run_1/io_fan.png
Scale bar: 20 um.
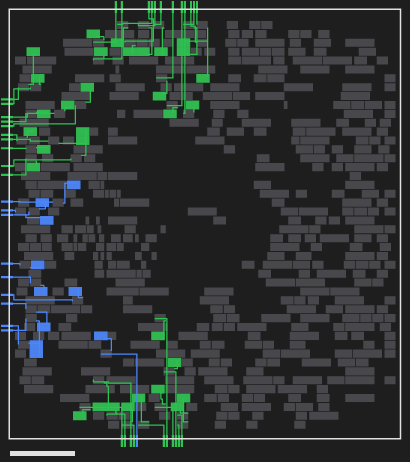
run_1/logic_types.png
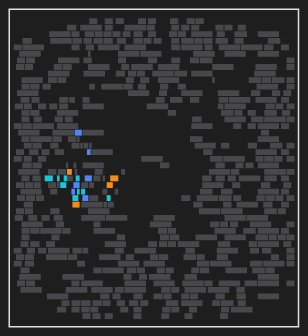
run_1/detail.png
Scale bar: 10 um. Window x 17 to 42, y 20 to 45 um. Cells in grey, sequential cells in the stronger grey; small squares are vias.
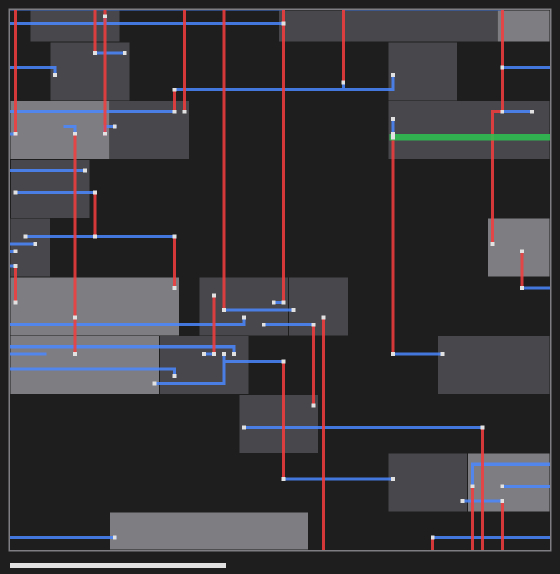
[src/rtl/mem_arbiter.sv]
// mem_arbiter: serialises I-fetch and D load/store requests onto one busywait memory port.
// Optional `define ARB_ROUND_ROBIN_EN: simultaneous requests alternate ports instead of D-first.
module mem_arbiter #(
  parameter int ADDR_W = 10,
  parameter int DATA_W = 32
) (
  input  logic              CLK,
  input  logic              RESET,
  input  logic              I_READ,
  input  logic [ADDR_W-1:0] I_ADDR,
  output logic [DATA_W-1:0] I_READDATA,
  output logic              I_BUSYWAIT,
  input  logic              D_READ,
  input  logic              D_WRITE,
  input  logic [ADDR_W-1:0] D_ADDR,
  input  logic [DATA_W-1:0] D_WRITEDATA,
  output logic [DATA_W-1:0] D_READDATA,
  output logic              D_BUSYWAIT,
  output logic              M_READ,
  output logic              M_WRITE,
  output logic [ADDR_W-1:0] M_ADDR,
  output logic [DATA_W-1:0] M_WRITEDATA,
  input  logic [DATA_W-1:0] M_READDATA,
  input  logic              M_BUSYWAIT
);

  typedef enum logic [2:0] {
    IDLE    = 3'd0,
    GRANT_I = 3'd1,
    GRANT_D = 3'd2,
    DONE_I  = 3'd3,
    DONE_D  = 3'd4
  } state_t;

  state_t            state_r, state_nxt_s;
  logic              issued_r, issued_nxt_s;
  logic              m_read_r, m_read_nxt_s;
  logic              m_write_r, m_write_nxt_s;
  logic [ADDR_W-1:0] m_addr_r, m_addr_nxt_s;
  logic [DATA_W-1:0] m_wdata_r, m_wdata_nxt_s;
  logic [DATA_W-1:0] i_rdata_r, i_rdata_nxt_s;
  logic [DATA_W-1:0] d_rdata_r, d_rdata_nxt_s;
  logic              req_i_s, req_d_s, pick_d_s, mem_done_s;

  assign req_i_s    = I_READ;
  assign req_d_s    = D_READ | D_WRITE;
  // The strobe must have been held for one edge before memory idle counts as completion.
  assign mem_done_s = issued_r & ~M_BUSYWAIT;

`ifdef ARB_ROUND_ROBIN_EN
  logic last_grant_r;  // 1'b0 = D served last, 1'b1 = I served last
  logic cpl_i_s, cpl_d_s;

  assign cpl_i_s = (state_r == GRANT_I) & mem_done_s;
  assign cpl_d_s = (state_r == GRANT_D) & mem_done_s;

  // Records the port whose access completed most recently.
  always_ff @(posedge CLK or posedge RESET) begin
    if (RESET) begin
      last_grant_r <= 1'b0;
    end else if (cpl_i_s) begin
      last_grant_r <= 1'b1;
    end else if (cpl_d_s) begin
      last_grant_r <= 1'b0;
    end else begin
      last_grant_r <= last_grant_r;
    end
  end

  // On a tie the port not served last wins; a lone requester always wins.
  always_comb begin
    pick_d_s = req_d_s;
    if (req_d_s && req_i_s) begin
      pick_d_s = last_grant_r;
    end else begin
      pick_d_s = req_d_s;
    end
  end
`else
  // Fixed priority: any D request beats an I request.
  always_comb begin
    pick_d_s = req_d_s;
  end
`endif

  // Grant FSM next-state and latched memory-side / read-data values.
  always_comb begin
    state_nxt_s   = state_r;
    issued_nxt_s  = issued_r;
    m_read_nxt_s  = m_read_r;
    m_write_nxt_s = m_write_r;
    m_addr_nxt_s  = m_addr_r;
    m_wdata_nxt_s = m_wdata_r;
    i_rdata_nxt_s = i_rdata_r;
    d_rdata_nxt_s = d_rdata_r;
    case (state_r)
      IDLE: begin
        if (pick_d_s) begin
          state_nxt_s  = GRANT_D;
          issued_nxt_s = 1'b0;
          m_addr_nxt_s = D_ADDR;
          if (D_WRITE) begin
            m_write_nxt_s = 1'b1;
            m_read_nxt_s  = 1'b0;
            m_wdata_nxt_s = D_WRITEDATA;
          end else begin
            m_write_nxt_s = 1'b0;
            m_read_nxt_s  = 1'b1;
          end
        end else if (req_i_s) begin
          state_nxt_s   = GRANT_I;
          issued_nxt_s  = 1'b0;
          m_addr_nxt_s  = I_ADDR;
          m_read_nxt_s  = 1'b1;
          m_write_nxt_s = 1'b0;
        end else begin
          state_nxt_s = IDLE;
        end
      end
      GRANT_I: begin
        if (!issued_r) begin
          issued_nxt_s = 1'b1;
        end else if (mem_done_s) begin
          i_rdata_nxt_s = M_READDATA;
          m_read_nxt_s  = 1'b0;
          m_write_nxt_s = 1'b0;
          state_nxt_s   = DONE_I;
        end else begin
          state_nxt_s = GRANT_I;
        end
      end
      GRANT_D: begin
        if (!issued_r) begin
          issued_nxt_s = 1'b1;
        end else if (mem_done_s) begin
          if (m_read_r) begin
            d_rdata_nxt_s = M_READDATA;
          end else begin
            d_rdata_nxt_s = d_rdata_r;
          end
          m_read_nxt_s  = 1'b0;
          m_write_nxt_s = 1'b0;
          state_nxt_s   = DONE_D;
        end else begin
          state_nxt_s = GRANT_D;
        end
      end
      DONE_I: begin
        state_nxt_s = IDLE;
      end
      DONE_D: begin
        state_nxt_s = IDLE;
      end
      default: begin
        state_nxt_s   = IDLE;
        m_read_nxt_s  = 1'b0;
        m_write_nxt_s = 1'b0;
        issued_nxt_s  = 1'b0;
      end
    endcase
  end

  // State and datapath registers; reset abandons any in-flight access.
  always_ff @(posedge CLK or posedge RESET) begin
    if (RESET) begin
      state_r   <= IDLE;
      issued_r  <= 1'b0;
      m_read_r  <= 1'b0;
      m_write_r <= 1'b0;
      m_addr_r  <= {ADDR_W{1'b0}};
      m_wdata_r <= {DATA_W{1'b0}};
      i_rdata_r <= {DATA_W{1'b0}};
      d_rdata_r <= {DATA_W{1'b0}};
    end else begin
      state_r   <= state_nxt_s;
      issued_r  <= issued_nxt_s;
      m_read_r  <= m_read_nxt_s;
      m_write_r <= m_write_nxt_s;
      m_addr_r  <= m_addr_nxt_s;
      m_wdata_r <= m_wdata_nxt_s;
      i_rdata_r <= i_rdata_nxt_s;
      d_rdata_r <= d_rdata_nxt_s;
    end
  end

  assign M_READ      = m_read_r;
  assign M_WRITE     = m_write_r;
  assign M_ADDR      = m_addr_r;
  assign M_WRITEDATA = m_wdata_r;
  assign I_READDATA  = i_rdata_r;
  assign D_READDATA  = d_rdata_r;
  // Stalls are released only in the requester's own DONE cycle, and never during reset.
  assign I_BUSYWAIT  = ~RESET & req_i_s & (state_r != DONE_I);
  assign D_BUSYWAIT  = ~RESET & req_d_s & (state_r != DONE_D);

endmodule

[config.mk]
export PLATFORM = sky130hd
export DESIGN_NAME = mem_arbiter
export DESIGN_NICKNAME = d
export VERILOG_FILES = /design/src/rtl/mem_arbiter.sv
export SDC_FILE = /design/constraint.sdc
export NUM_CORES = 1
export LEC_CHECK = 0
export CAP_MARGIN = 20
export CORE_ASPECT_RATIO = 1.1
export CORE_UTILIZATION = 30
export DETAILED_ROUTE_END_ITERATION = 7
export GPL_TIMING_DRIVEN = 0
export MAX_ROUTING_LAYER = met4
export SLEW_MARGIN = 20
export SYNTH_ARGS = -nofsm -noshare
export SYNTH_HDL_FRONTEND = slang
export SYNTH_SLANG_ARGS = --single-unit
[constraint.sdc]
create_clock -name CLK -period 6.1 [get_ports CLK]
set_clock_uncertainty 0.1 [all_clocks]
set_input_delay 1.83 -clock CLK [delete_from_list [all_inputs] [get_ports CLK]]
set_output_delay 1.83 -clock CLK [all_outputs]
set_load 0.1 [all_outputs]
==> flow_summary.yaml, run 1 <==
# physical design summary
cells_and_area:
  area_growth_pct: 56.20
  antenna_cells: 0
  sh_comb_area: 0.2265
  comb_cells: 144
  seq_area_um2: 2803
  fin_util: 0.4855
  n_fill_cell: 1314
  drive_gt1_frac: 0.2927
  layout_top_cells: "198 x clkdlybuf4s50_1, 112 x dfrtp_1, 84 x mux2_2"
  clockBufferCount: 13
  seq_share: 0.3949
detailed_routing:
  drc: 0
  viasPerCell: 4.398
  drt_iter0_drc: 76
critical_path:
  path_class: "in -> out"
  cp_num_cells: 5
  ff2ff_setup_slack_ps: 4040
  worstPathMaxFanout: 10
  crit_family: "buffers and inverters"
clock_network:
  cts.sinks: 112
  cts_inserted_buffers: 9
  cts_buffer_depth: 2
final_timing:
  slew_headroom: 0.3277
  max_freq_mhz: 172.3
  tightest_slew_ps: 1005
worst_hold_path:
  worstHoldEndpoint: "I_READDATA[24]"
die:
  die_y_um: 131.1
  nWellTaps: 192
logic_synthesis:
  synth_seq_share: 0.6167
  synthesis.nets: 366
  yosysWarnings: 0
  simple_gate_area_frac: 0.02671
global_route:
  grt_pass1_vias: 3216
  grt_busiest_layer: "met2"
placement:
  io_buffers: 199
flow_run:
  cap_violations: 0
run_status:
  status: "finished clean"
About io_fan.png:
port	colour	bits	direction	edge	end cells	buffers	wire
D_WRITEDATA	green	32	input	12 top, 10 left, 10 bottom	32	32	679 um
I_ADDR	blue	10	input	9 left, 1 bottom	10	10	169 um

About logic_types.png:
family	colour	cells
inverting AOI/OAI gates	blue	6
NOR gates	cyan	9
AND and OR gates	orange	4

About detail.png:
layer	colour
metal 3	green
metal 1	blue
metal 2	red
netlist names of flops here include	M_ADDR (3), M_WRITEDATA (1)
cells with their middle in the window	17
most frequent	clkdlybuf4s50_1 (5), dfrtp_1 (4), mux2_2 (3)
sequential cells in the window	4

[run 1: through the flow]
step	area, um2	setup slack (ps)	setup TNS (ps)	hold slack [ps]
after floorplan	4549	127.9	0	395.5
after global placement	6782	-600.7	-66730	373.2
after detailed placement	6814	-32.20	-32.20	385.8
after CTS	7098	265.2	0	402.4
after global routing	7098	191.2	0	424.6
final	7098	297.0	0	403.7
[run 1: worst register-to-register path: stages (launching register included)]
cell,delay [ps]
dfrtp_1,350
buf_2,170
nor3_1,300
and2_1,170
clkbuf_1,260
buf_4,260
mux2_2,350
[run 1: timing repair]
item                                    in CTS  in global routing
hold endpoints to repair                     0                  0
endpoints found under the setup margin       1                  0
gates resized                                1                  0
==> run 2: changes to the inputs <==
- CAP_MARGIN: 20 -> 25
run_2/flops_by_reg.png
Scale bar: 20 um. Other sequential cells in the stronger grey, the rest of the logic in the fainter grey.
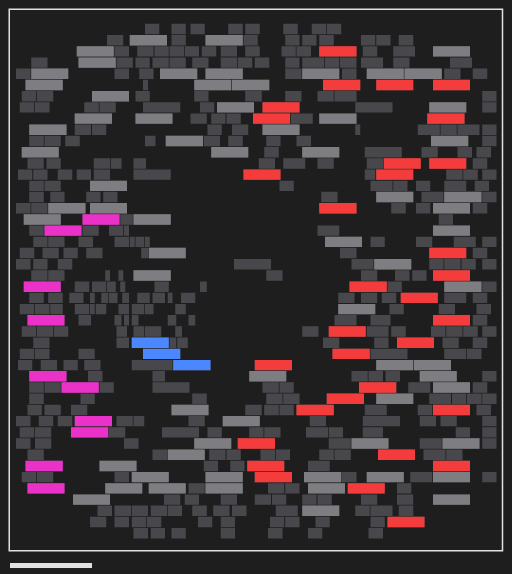
netlist name	colour	flops
I_READDATA	red	32
state_r	blue	3
M_ADDR	magenta	10
not coloured	67

==> run 2 against run 1 <==
Net effect:
- setup slack stayed put
- synthesized cell count stayed put
- global-route usage stayed put
- critical endpoint unchanged
- register-to-register slack hardly changed
- die size stayed put
- wire length stayed put
- sequential share of layout area stayed put
- worst hold slack stayed put
- flip-flop count stayed put
- via count stayed put
- utilization stayed put
- maximum frequency stayed put
==> flow_summary.yaml, run 2 <==
# physical design summary
logic_synthesis:
  synth_seq_share: 0.6167
  synthesis.nets: 366
  yosysWarnings: 0
detailed_routing:
  viasPerCell: 4.398
  drt_iter0_drc: 76
  drc: 0
die:
  die_y_um: 131.1
  nWellTaps: 192
final_timing:
  slew_headroom: 0.3277
  max_freq_mhz: 172.3
  whs_ps: 403.7
  tightest_slew_ps: 1005
cells_and_area:
  clockBufferCount: 13
  design_area_um2: 7098
  layout_top_cells: "198 x clkdlybuf4s50_1, 112 x dfrtp_1, 84 x mux2_2"
  area_growth_pct: 56.20
  comb_cells: 144
  antenna_cells: 0
run_status:
  status: "finished clean"
global_route:
  grt_busiest_layer: "met2"
flow_run:
  cap_violations: 0
critical_path:
  path_class: "in -> out"
  ff2ff_setup_slack_ps: 4040
worst_hold_path:
  worstHoldEndpoint: "I_READDATA[24]"
clock_network:
  cts_buffer_depth: 2
  cts_inserted_buffers: 9
  cts.sinks: 112
placement:
  dpl_cell_area_um2: 6814
  io_buffers: 199
run_2/io_fan.png
Scale bar: 20 um.
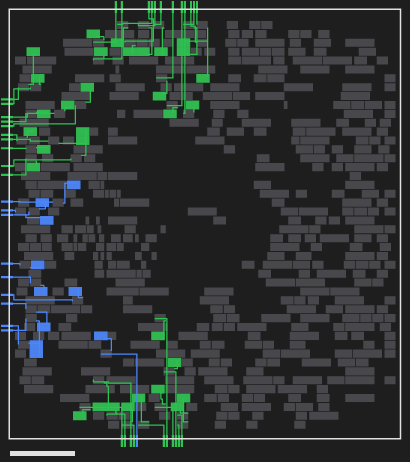
port	colour	bits	direction	edge	end cells	buffers	wire
I_ADDR	blue	10	input	9 left, 1 bottom	10	10	169 um
D_WRITEDATA	green	32	input	12 top, 10 left, 10 bottom	32	32	679 um

==> run 2: cell counts after synthesis <==
No cell type changed its count.
==> run 2: how the worst max path moves through the flow <==
stage | endpoint | slack (ps) | cells past startpoint
finish | D_BUSYWAIT | 300 | 5
global placement | D_READDATA[23] | -600 | 2
floorplan | I_BUSYWAIT | 130 | 1
CTS | D_BUSYWAIT | 270 | 5
global route | D_BUSYWAIT | 190 | 5
detailed placement | D_BUSYWAIT | -30 | 5
==> run 2: critical path, cell delays in order <==
cell	delay (ps)
clkdlybuf4s50_1	540
nor2_1	120
clkbuf_1	280
nor3_2	220
dlygate4sd2_1	880
